`config.mk`:
```
export PLATFORM = sky130hd
export DESIGN_NAME = cdb_arbiter
export DESIGN_NICKNAME = d
export VERILOG_FILES = /design/src/rtl/cdb_arbiter.sv
export SDC_FILE = /design/constraint.sdc
export NUM_CORES = 1
export LEC_CHECK = 0
export ABC_AREA = 1
export ABC_CLOCK_PERIOD_IN_PS = 5300
export CORE_MARGIN = 3
export CORE_UTILIZATION = 39
export DETAILED_ROUTE_END_ITERATION = 8
export PLACE_DENSITY = 0.81
export SLEW_MARGIN = 40
export SYNTH_ARGS = -nofsm -noshare
export SYNTH_HDL_FRONTEND = slang
export SYNTH_SLANG_ARGS = --single-unit
export TNS_END_PERCENT = 50
```
`constraint.sdc`:
```
create_clock -name clk -period 5.3 [get_ports clk]
set_input_delay 1.325 -clock clk [delete_from_list [all_inputs] [get_ports clk]]
set_output_delay 1.325 -clock clk [all_outputs]
set_load 0.005 [all_outputs]
```
`src/rtl/cdb_arbiter.sv`:
```
// cdb_arbiter: grants the single Common Data Bus to one of four execution
// units (0 = int, 1 = ld, 2 = mul, 3 = div) and registers the winner onto the CDB.
// Requests younger than a mispredicted branch are masked during the flush cycle.
// A per-requester wait counter promotes any requester that has waited
// STARVE_LIMIT cycles to top priority.
// Build option: define CDB_RR_EN for a round-robin base policy. When it is
// undefined, the base policy is fixed priority div > mul > ld > int.
module cdb_arbiter #(
  parameter int unsigned STARVE_LIMIT = 8,
  parameter int unsigned DWIDTH       = 32
) (
  input  logic                   clk,
  input  logic                   rst_b,
  input  logic [3:0]             req_val,
  input  logic [3:0][4:0]        req_robtag,
  input  logic [3:0][5:0]        req_phytag,
  input  logic [3:0]             req_regwrite,
  input  logic [3:0][DWIDTH-1:0] req_data,
  output logic [3:0]             req_gnt,
  input  logic [4:0]             rob_rdptr,
  input  logic                   flush_val,
  input  logic [4:0]             flush_robtag,
  output logic                   cdb_val,
  output logic [4:0]             cdb_robtag,
  output logic [5:0]             cdb_phytag,
  output logic                   cdb_regwrite,
  output logic [DWIDTH-1:0]      cdb_data
);

  localparam logic [7:0] LIMIT = 8'(STARVE_LIMIT);

  logic [4:0] flush_depth;
  logic [4:0] depth [4];
  logic [3:0] masked;
  logic [3:0] eligible;
  logic [3:0] starved;
  logic [3:0] gnt_pick;
  logic [1:0] win_idx;
  logic [7:0] wait_cnt [4];

`ifdef CDB_RR_EN
  logic [1:0] rr_ptr;
  logic [7:0] rot_dbl;
  logic [3:0] rot;
  logic [3:0] rot_pick;
  logic [7:0] back_dbl;
`endif

  // Age relative to the ROB head; mask requests younger than the flushing branch.
  always_comb begin
    flush_depth = flush_robtag - rob_rdptr;
    masked      = '0;
    for (int unsigned i = 0; i < 4; i++) begin
      depth[i]  = req_robtag[i] - rob_rdptr;
      masked[i] = flush_val && (depth[i] > flush_depth);
    end
  end

  assign eligible = req_val & ~masked;

  // Eligible requesters whose wait counter has saturated.
  always_comb begin
    starved = '0;
    for (int unsigned i = 0; i < 4; i++) begin
      starved[i] = eligible[i] && (wait_cnt[i] == LIMIT);
    end
  end

  // Grant selection: starved requesters first (lowest index), then base policy.
  always_comb begin
    gnt_pick = '0;
`ifdef CDB_RR_EN
    // Rotate so rr_ptr lands on bit 0, take the lowest set bit, rotate back.
    rot_dbl  = {eligible, eligible} >> rr_ptr;
    rot      = rot_dbl[3:0];
    rot_pick = rot & (~rot + 4'd1);
    back_dbl = {rot_pick, rot_pick} << rr_ptr;
`endif
    if (|starved) begin
      gnt_pick = starved & (~starved + 4'd1);
    end else begin
`ifdef CDB_RR_EN
      gnt_pick = back_dbl[7:4];
`else
      for (int unsigned i = 0; i < 4; i++) begin
        if (eligible[i]) begin
          gnt_pick = 4'b0001 << i;
        end
      end
`endif
    end
  end

  assign req_gnt = rst_b ? gnt_pick : '0;

  // Encode the winner index for the payload mux and pointer update.
  always_comb begin
    win_idx = '0;
    for (int unsigned i = 0; i < 4; i++) begin
      if (gnt_pick[i]) begin
        win_idx = 2'(i);
      end
    end
  end

  // Starvation counters: count while waiting, clear on grant or idle, saturate.
  always_ff @(posedge clk or negedge rst_b) begin
    if (!rst_b) begin
      for (int unsigned i = 0; i < 4; i++) begin
        wait_cnt[i] <= '0;
      end
    end else begin
      for (int unsigned i = 0; i < 4; i++) begin
        if (req_gnt[i] || !req_val[i]) begin
          wait_cnt[i] <= '0;
        end else if (wait_cnt[i] != LIMIT) begin
          wait_cnt[i] <= wait_cnt[i] + 8'd1;
        end
      end
    end
  end

`ifdef CDB_RR_EN
  // Round-robin pointer moves past every winner, starved winners included.
  always_ff @(posedge clk or negedge rst_b) begin
    if (!rst_b) begin
      rr_ptr <= '0;
    end else if (|req_gnt) begin
      rr_ptr <= win_idx + 2'd1;
    end
  end
`endif

  // CDB register: load the winner's payload; hold the payload when idle.
  always_ff @(posedge clk or negedge rst_b) begin
    if (!rst_b) begin
      cdb_val      <= 1'b0;
      cdb_robtag   <= '0;
      cdb_phytag   <= '0;
      cdb_regwrite <= 1'b0;
      cdb_data     <= '0;
    end else begin
      cdb_val <= |req_gnt;
      if (|req_gnt) begin
        cdb_robtag   <= req_robtag[win_idx];
        cdb_phytag   <= req_phytag[win_idx];
        cdb_regwrite <= req_regwrite[win_idx];
        cdb_data     <= req_data[win_idx];
      end
    end
  end

endmodule

```
Figure 1. Ports around the boundary.
Pins as bars across the die edge, other pins in grey.
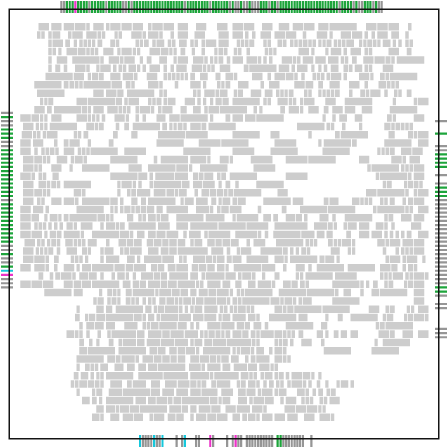
| port | colour | pins | direction | edge |
|---|---|---|---|---|
| `rob_rdptr` | cyan | 5 | input | 4 bottom, 1 left |
| `req_gnt` | magenta | 4 | output | 2 bottom, 1 top, 1 left |
| `req_data` | green | 128 | input | 88 top, 28 left, 10 right, 2 bottom |

Figure 2. Routed metal, one colour a layer.
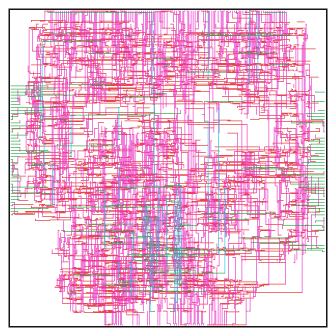
| layer | colour | wire length |
|---|---|---|
| metal 1 | red | 11100 µm |
| metal 3 | green | 1720 µm |
| metal 2 | magenta | 13400 µm |
| metal 4 | cyan | 886 µm |

## through the flow
step                      cell area (µm²)  total power, W  utilization [%]
after floorplan                      7040         0.00175                -
after global placement              10200         0.00257             58.1
after detailed placement            10200         0.00262             58.3
after CTS                           11200         0.00353             64.3
after global routing                11400         0.00382             65.3
final                               11400         0.00356             65.3
## layer usage
metal  wire [µm]  track usage [%]  share of wire (%)
met5           0                0                  0
met4         885             8.77                3.3
met3        1720             4.64                6.3
met2       13400             44.1                 50
met1       11100             33.0                 41
## layout by cell type (no fill, tap or decap), types with 31 or more instances in the layout
cell             count
xor2_1              31
buf_4               86
clkdlybuf4s50_1    218
inv_1              130
nor2_1             131
nand3_1             70
nand2_1            308
ha_1                31
nand3b_1            43
a21oi_1             52
dfrtp_1             77
## final timing paths
| check | to | startpoint | depth (start not counted) |
|---|---|---|---|
| setup / recovery | req_gnt[1] | flush_robtag[0] | 22 |
| hold reg to reg | cdb_data[23] | cdb_data[23] | 2 |
| min in group asynchronous | cdb_data[8] | rst_b | 1 |
| hold / removal | cdb_data[23] | cdb_data[23] | 2 |
| max in group asynchronous | wait_cnt[9] | rst_b | 3 |
| setup reg to reg | cdb_data[0] | wait_cnt[24] | 26 |
## registers in the layout, indices dropped and copies added (netlist names)
register      flops
cdb_data         32
cdb_phytag        6
cdb_regwrite      1
cdb_robtag        5
cdb_val           1
wait_cnt         32
## kinds of logic (layout without fill, tap and decap cells)
kind of cell / count (synthesis) / after routing
compound gates: 73 / 73
xor+xnor: 39 / 39
fa+ha+maj: 49 / 49
buf+inv: 200 / 536
flops: 77 / 77
mux: 1 / 1
simple gates: 642 / 642
## layout make-up
cell class,count,area share [%]
multi-input combinational,804,40.7
timing repair buffer,363,31.9
sequential,77,16.9
inverter,157,5.35
tap,225,2.46
clock buffer,9,1.97
clock inverter,7,0.701
==> impl_metrics.tcl <==
# collected from the flow reports
set metrics [dict create \
    outcome "finished, violations left" \
    violations "negative setup slack" \
    via_per_inst 4.99 \
    yosys.area_share.aoi_pct 5.58 \
    die_y_um 140 \
    crit_top_cell "buf_6" \
    cts.sinks 77 \
    cp_cell_sequence "buf_6, inv_4, ha_4, inv_2, fa_2, a21oi_2, nor2_2, nor2_2, xor2_2, ha_1, nand3_2, nor2_1, nor2_1, nand2_1, nand2_2, nand3_4, buf_6, buf_6, buf_4, nand3_4, inv_4, buf_6" \
    via_count 8190 \
    grt_pass1_wl_mm 40.7 \
    tool_warnings 33 \
    num_io_pins 242 \
    hold-worst-slack_ps 510 \
    power_leader "combinational cells" \
    arrival_ps 4190 \
    io_buffers 241 \
    htreeDepth 3 \
    numCtsBuffers 9 \
    cts.path.max_buffers 2 \
    switching_power_w 0.00140 \
    layout.area.comb_um2 4650 \
    critical_path.max_stage_delay_ps 350 \
    reg2reg_setup_slack_ps 2060 \
    die-area_um2 19600 \
    critPathKind "input pin to primary output" \
    ys_seq_share_pct 27.5 \
    hp-class "flip-flop to flip-flop" \
    yosysUniqueCellTypes 34 \
    critical_path.startpoint_type "input pin" \
    yosys.area.top_type_share_pct 27.5 \
    avgSynthCellArea_um2 6.49 \
    num_rows 48 \
    cts_hold_buf 0 \
    post-cts-setup-buffers 31 \
    stdcell_count 1642 \
    grt_max_degree 58 \
    power_leakage_nw 5.79 \
    p_int_w 0.00216 \
    cts_root_buf "clkbuf_16" \
    comb_power_w 0.00206 \
    grt_pass1_vias 7932 \
    yosys_warnings 0 \
    cp.required_ps 3970 \
    logic_family "simple AND/OR/NAND/NOR gates" \
    yosys-mux-area-fraction_pct 0.143 \
    yosysCellCount 1081 \
    insertion_delay_ps 340 \
    drt_iter0_drc 515 \
    cts_tree "yes" \
    nets 1654 \
    syn_inst 1081 \
    ys_async_sr_fraction_pct 100 \
    power_density_nw_per_um2 312 \
    die_w_um 140 \
    finalMaxSlewViolations 0 \
    rsz0062_at_grt "true" \
    drc_errors 0 \
    synth-xor-area-share_pct 4.87 \
    dp.cells 1585 \
    drv_cap 0 \
    cp_max_fo 3 \
    setup_slack_ps -216 \
    antenna_found_initial 0 \
    postRouteAntennaNets 0 \
    synthTopCellsByArea "dfrtp_1, nand2_1, inv_1" \
    n_fill_cell 1446 \
    power_frac_comb_pct 57.7 \
    layout-drive-gt1-share_pct 19.0 \
    finalHoldViolations 0 \
    cts_resized 142 \
    fp-utilization_pct 40.1 \
    fin_crit_sh_pct 104 \
    fa_ha_area_share_pct 9.28 \
    finalSetupTns_ps -781 \
    core_um2 17500 \
    pwr-share-clk_pct 18.1 \
    ys.flops 77 \
    edf_count 0 \
    clkSlewWorstSetupHoldPaths_ps 60 \
    most_common_cell "nand2_1" \
    yosysTopAreaCell "dfrtp_1" \
    swShare_pct 39.3 \
    sequentialPower_w 0.000864 \
    post-place-ws_ps -896 \
    antenna_cells 0 \
    layout_min_cycle_time_ps 5520 \
    syn_nets 1323 \
    pg_clk_w 0.000645 \
    fmax_ghz 0.181 \
    synthToLayoutAreaGrowth_pct 62.9 \
    finClkSkew_ps 10.3 \
    finalSetupViolCount 5 \
    place_congestion 0.920 \
    end_kind "primary output" \
    synth-simple-area-share_pct 40.2 \
    wirelength_mm 27.1 \
    track_usage_pct 25.8 \
    irDropWorstVdd_mv 0.257 \
    yosys-top-cells-count "nand2_1, inv_1, nor2_1" \
    ys_area_um2 7010 \
    dpl.hpwl_mm 18.0 \
    yosys_most_used_dff "dfrtp_1" \
    avgRoutedWirePerCell_um 16.5 \
    tightest_slew_ps 640 \
    slowest_stage "fa_2" \
    power_frac_seq_pct 24.2 \
    gr-total-overflow 0 \
    firstDrtPassIters 5 \
    seq_area_um2 1930 \
    relSlewSlack_pct 57.3 \
    cpLargestDelayFamily "simple AND/OR/NAND/NOR gates" \
    syn_area_um2 7010 \
    path_buffers 8 \
]
Power is estimated from default activity; no workload was simulated.
